===== config.mk =====
export PLATFORM = sky130hd
export DESIGN_NAME = sha_1_stream
export DESIGN_NICKNAME = d
export VERILOG_FILES = /design/src/rtl/sha_1_stream.sv
export SDC_FILE = /design/constraint.sdc
export NUM_CORES = 2
export LEC_CHECK = 0
export ABC_AREA = 1
export ABC_CLOCK_PERIOD_IN_PS = 4600
export CAP_MARGIN = 25
export CORE_MARGIN = 2
export CORE_UTILIZATION = 32
export CTS_BUF_LIST = sky130_fd_sc_hd__clkbuf_2 sky130_fd_sc_hd__clkbuf_4 sky130_fd_sc_hd__clkbuf_8
export CTS_CLUSTER_DIAMETER = 30
export DETAILED_ROUTE_END_ITERATION = 8
export PLACE_DENSITY = 0.5
export SLEW_MARGIN = 20
export SYNTH_ARGS = -nofsm -noshare
export SYNTH_HDL_FRONTEND = slang
export SYNTH_SLANG_ARGS = --single-unit

===== constraint.sdc =====
create_clock -name clk -period 4.6 [get_ports clk]
set_input_delay 1.15 -clock clk [delete_from_list [all_inputs] [get_ports clk]]
set_output_delay 1.15 -clock clk [all_outputs]
set_load 0.05 [all_outputs]

===== src/rtl/sha_1_stream.sv =====
// SHA-1 block engine. Chaining values carry across 512-bit blocks and the digest is emitted after the block flagged last.
// Valid/ready handshakes on both sides; ROUNDS_PER_CYCLE compression rounds are unrolled per clock.
module sha_1_stream #(
  parameter int ROUNDS_PER_CYCLE = 1,
  parameter int CNT_W            = 16
) (
  input  logic             clk,
  input  logic             reset_n,
  input  logic             blk_valid,
  output logic             blk_ready,
  input  logic             blk_first,
  input  logic             blk_last,
  input  logic [31:0]      blk_data [15:0],
  input  logic             abort,
  output logic             digest_valid,
  input  logic             digest_ready,
  output logic [31:0]      digest [4:0],
  output logic [CNT_W-1:0] blk_count,
  output logic             busy
);
  localparam int N  = 80 / ROUNDS_PER_CYCLE;
  localparam int CW = (N > 1) ? $clog2(N) : 1;
  localparam logic [4:0][31:0] H_INIT = {32'hC3D2E1F0, 32'h10325476, 32'h98BADCFE,
                                         32'hEFCDAB89, 32'h67452301};

  if (ROUNDS_PER_CYCLE < 1 || ROUNDS_PER_CYCLE > 80 || (80 % ROUNDS_PER_CYCLE) != 0) begin : g_bad_rpc
    $error("sha_1_stream: ROUNDS_PER_CYCLE must divide 80");
  end

  typedef enum logic [1:0] {IDLE, ROUND, UPDATE, OUT} state_t;

  state_t             state_reg, state_next;
  logic               started_reg;
  logic [15:0][31:0]  win_reg;
  logic [4:0][31:0]   wk_reg;
  logic [4:0][31:0]   h_reg;
  logic [4:0][31:0]   digest_reg;
  logic [4:0][31:0]   h_sum;
  logic               last_reg;
  logic [CW-1:0]      cnt_reg;
  logic [CNT_W-1:0]   count_reg;
  logic               accept;

  logic [15:0][31:0]  w_c;
  logic [4:0][31:0]   s_c;
  logic [6:0]         t_c;
  logic [31:0]        f_c, k_c, x_c, temp_c;

  // started_reg holds blk_ready low until the first edge after reset release.
  assign blk_ready    = started_reg && (state_reg == IDLE);
  assign accept       = blk_valid && blk_ready && !abort;
  assign digest_valid = (state_reg == OUT);
  assign busy         = (state_reg != IDLE);
  assign blk_count    = count_reg;

  genvar gi;
  generate
    for (gi = 0; gi < 5; gi++) begin : g_word
      assign h_sum[gi]  = h_reg[gi] + wk_reg[gi];
      assign digest[gi] = digest_reg[gi];
    end
  endgenerate

  // Unrolled rounds; s_c[0..4] = a..e, w_c[0] is the word consumed by the current round.
  always_comb begin
    w_c    = win_reg;
    s_c    = wk_reg;
    t_c    = '0;
    f_c    = '0;
    k_c    = '0;
    x_c    = '0;
    temp_c = '0;
    for (int r = 0; r < ROUNDS_PER_CYCLE; r++) begin
      t_c = 7'(cnt_reg) * 7'(ROUNDS_PER_CYCLE) + 7'(r);
      if (t_c < 7'd20) begin
        f_c = (s_c[1] & s_c[2]) | (~s_c[1] & s_c[3]);
        k_c = 32'h5A827999;
      end else if (t_c < 7'd40) begin
        f_c = s_c[1] ^ s_c[2] ^ s_c[3];
        k_c = 32'h6ED9EBA1;
      end else if (t_c < 7'd60) begin
        f_c = (s_c[1] & s_c[2]) | (s_c[1] & s_c[3]) | (s_c[2] & s_c[3]);
        k_c = 32'h8F1BBCDC;
      end else begin
        f_c = s_c[1] ^ s_c[2] ^ s_c[3];
        k_c = 32'hCA62C1D6;
      end
      temp_c = {s_c[0][26:0], s_c[0][31:27]} + f_c + s_c[4] + k_c + w_c[0];
      x_c    = w_c[13] ^ w_c[8] ^ w_c[2] ^ w_c[0];
      w_c    = {x_c[30:0], x_c[31], w_c[15:1]};
      s_c    = {s_c[3], s_c[2], {s_c[1][1:0], s_c[1][31:2]}, s_c[0], temp_c};
    end
  end

  always_comb begin
    state_next = state_reg;
    if (abort) begin
      state_next = IDLE;
    end else begin
      case (state_reg)
        IDLE:    if (accept) state_next = ROUND;
        ROUND:   if (cnt_reg == CW'(N - 1)) state_next = UPDATE;
        UPDATE:  state_next = last_reg ? OUT : IDLE;
        OUT:     if (digest_ready) state_next = IDLE;
        default: state_next = IDLE;
      endcase
    end
  end

  always_ff @(posedge clk or negedge reset_n) begin
    if (!reset_n) state_reg <= IDLE;
    else          state_reg <= state_next;
  end

  always_ff @(posedge clk or negedge reset_n) begin
    if (!reset_n) begin
      started_reg <= 1'b0;
      win_reg     <= '0;
      wk_reg      <= '0;
      h_reg       <= H_INIT;
      digest_reg  <= '0;
      last_reg    <= 1'b0;
      cnt_reg     <= '0;
      count_reg   <= '0;
    end else begin
      started_reg <= 1'b1;
      if (abort) begin
        h_reg     <= H_INIT;
        count_reg <= '0;
        cnt_reg   <= '0;
      end else begin
        case (state_reg)
          IDLE: begin
            if (accept) begin
              for (int j = 0; j < 16; j++) win_reg[j] <= blk_data[j];
              wk_reg   <= blk_first ? H_INIT : h_reg;
              last_reg <= blk_last;
              cnt_reg  <= '0;
              if (blk_first) begin
                h_reg     <= H_INIT;
                count_reg <= '0;
              end
            end
          end
          ROUND: begin
            win_reg <= w_c;
            wk_reg  <= s_c;
            cnt_reg <= (cnt_reg == CW'(N - 1)) ? '0 : cnt_reg + 1'b1;
          end
          UPDATE: begin
            h_reg <= h_sum;
            if (count_reg != '1) count_reg <= count_reg + 1'b1;
            if (last_reg) digest_reg <= h_sum;
          end
          OUT: begin
            if (digest_ready) begin
              h_reg     <= H_INIT;
              count_reg <= '0;
            end
          end
          default: ;
        endcase
      end
    end
  end
endmodule


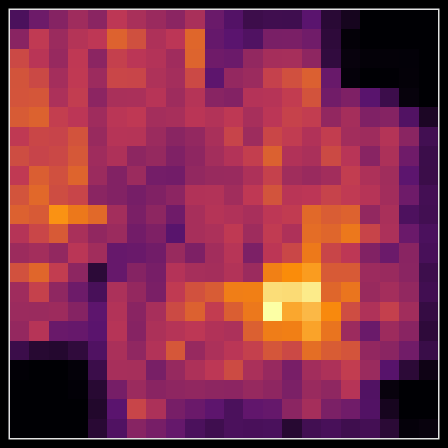
(wire density map)
22 x 22 tiles, from black (low) to pale yellow (high), scaled to the fullest tile. Values are wire area over tile area, all layers added.
tiles over half the peak: 25%
fullest tile: 0.65
mean over tiles: 0.25
nearly empty tiles: 8.5%

==> impl_results.html <==
<p>Metrics extracted from the flow reports.</p>
<table>
<tr><th>Metric</th><th>Value</th></tr>
<tr><th colspan="2">Global route</th></tr>
<tr><td>Initial antenna violation count</td><td>89</td></tr>
<tr><td>First-pass GRT wire length</td><td>443,000 um</td></tr>
<tr><td>Remaining global-route overflow</td><td>0</td></tr>
<tr><td>Number of global-route vias before repair</td><td>between 60,000 and 70,000</td></tr>
<tr><th colspan="2">STA</th></tr>
<tr><td>Post-layout period usage of the worst path</td><td>95.1%</td></tr>
<tr><td>Hold violation total from the final report</td><td>0</td></tr>
<tr><th colspan="2">Outcome</th></tr>
<tr><td>Outcome</td><td>completed</td></tr>
<tr><th colspan="2">Final layout</th></tr>
<tr><td>Reg area</td><td>~0.026 mm^2</td></tr>
<tr><td>Final std cell area, no fill</td><td>0.0826 mm^2</td></tr>
<tr><td>Synthesis-to-finish area growth</td><td>30.0%</td></tr>
<tr><td>Diodes inserted</td><td>30</td></tr>
<tr><td>Plain + repair buffers</td><td>between 900 and 1,000</td></tr>
<tr><td>Util after Layout</td><td>41.9%</td></tr>
<tr><th colspan="2">Worst setup path</th></tr>
<tr><td>CP Cell Sequence</td><td>nand2_1 -&gt; inv_1 -&gt; nand2_1 -&gt; nand3_4 -&gt; nand2_1 -&gt; clkinv_1 -&gt; buf_4 -&gt; nand2_1 -&gt; nand3_2 -&gt; fa_1 -&gt; inv_1 -&gt; fa_1 -&gt; inv_1 -&gt; ha_1 -&gt; nand2_1 -&gt; nand2_1 -&gt; o21bai_2 -&gt; nand2_1 -&gt; nand3_1 -&gt; a21oi_2 -&gt; xnor2_1 -&gt; nand2_1 -&gt; a21oi_1</td></tr>
<tr><td>Cell type with the highest occurrence count on the critical path</td><td>nand2_1</td></tr>
<tr><td>Reg-to-reg critical path endpoint</td><td>s_c[51]</td></tr>
<tr><td>Critical path's top delay family</td><td>adder cells</td></tr>
<tr><td>Path type of the worst setup path</td><td>reg -&gt; reg</td></tr>
<tr><td>Critical Path Slowest Stage Cell</td><td>fa_1</td></tr>
<tr><th colspan="2">Synthesis</th></tr>
<tr><td>Fraction of the yosys area taken by sequential cells</td><td>40.3%</td></tr>
<tr><td>Most used flip-flop cell after synthesis</td><td>dfrtp_1</td></tr>
<tr><td>Chip area from the yosys synthesis statistics</td><td>about 0.064 mm^2</td></tr>
<tr><td>Fraction of post-synthesis cell area in the top cell type by area</td><td>37.0%</td></tr>
<tr><td>Library cells used by synthesis</td><td>roughly 59</td></tr>
<tr><td>Ys async rst share</td><td>100%</td></tr>
<tr><td>Post-synthesis cell count</td><td>8,380</td></tr>
<tr><th colspan="2">Routing</th></tr>
<tr><td>Final antenna-violating net count</td><td>0</td></tr>
<tr><th colspan="2">Placed design</th></tr>
<tr><td>Area post-placement</td><td>0.0746 mm^2</td></tr>
<tr><th colspan="2">CTS</th></tr>
<tr><td>Maximum clock insertion buffer count</td><td>4</td></tr>
<tr><td>CTS tree</td><td>built</td></tr>
<tr><td>Clock slew seen by the registers of the worst setup and hold paths</td><td>0.05 ns</td></tr>
<tr><th colspan="2">Floorplan</th></tr>
<tr><td>Ports</td><td>around 700</td></tr>
</table>
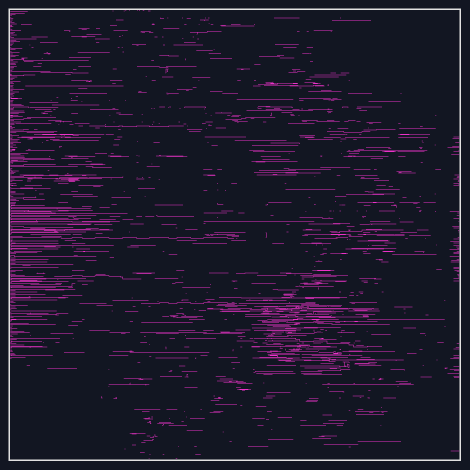
(signal wires on met3)
Scale: 1 px per um.
share of all routed wire: 6.3%
nets with wire on the layer: 959
longest straight run: 116 um
main direction: horizontal
wire length on this layer: 19,500 um

-- kinds of logic (layout without fill, tap and decap cells) --
| logic type | after synthesis | after routing | synth area share, % |
|---|---|---|---|
| other | 1 | 31 | 0.00590 |
| muxes | 1 | 1 | 0.0177 |
| and+or+nand+nor | 3347 | 3347 | 21.3 |
| DFF | 1019 | 1019 | 40.3 |
| xor gates and xnor gates | 165 | 165 | 2.27 |
| adders and majority gates | 319 | 319 | 7.76 |
| buffers and inverters | 1486 | 2613 | 9.22 |
| AOI/OAI and AO/OA | 2042 | 2042 | 19.1 |
-- layer usage --
metal	track usage (%)	share of wire (%)	vias up
met2	50.6	48	2268
met4	13.1	4.4	82
met3	6.00	6.3	618
met5	0	0.16	-
li1	-	-	29550
met1	37.0	41	30753
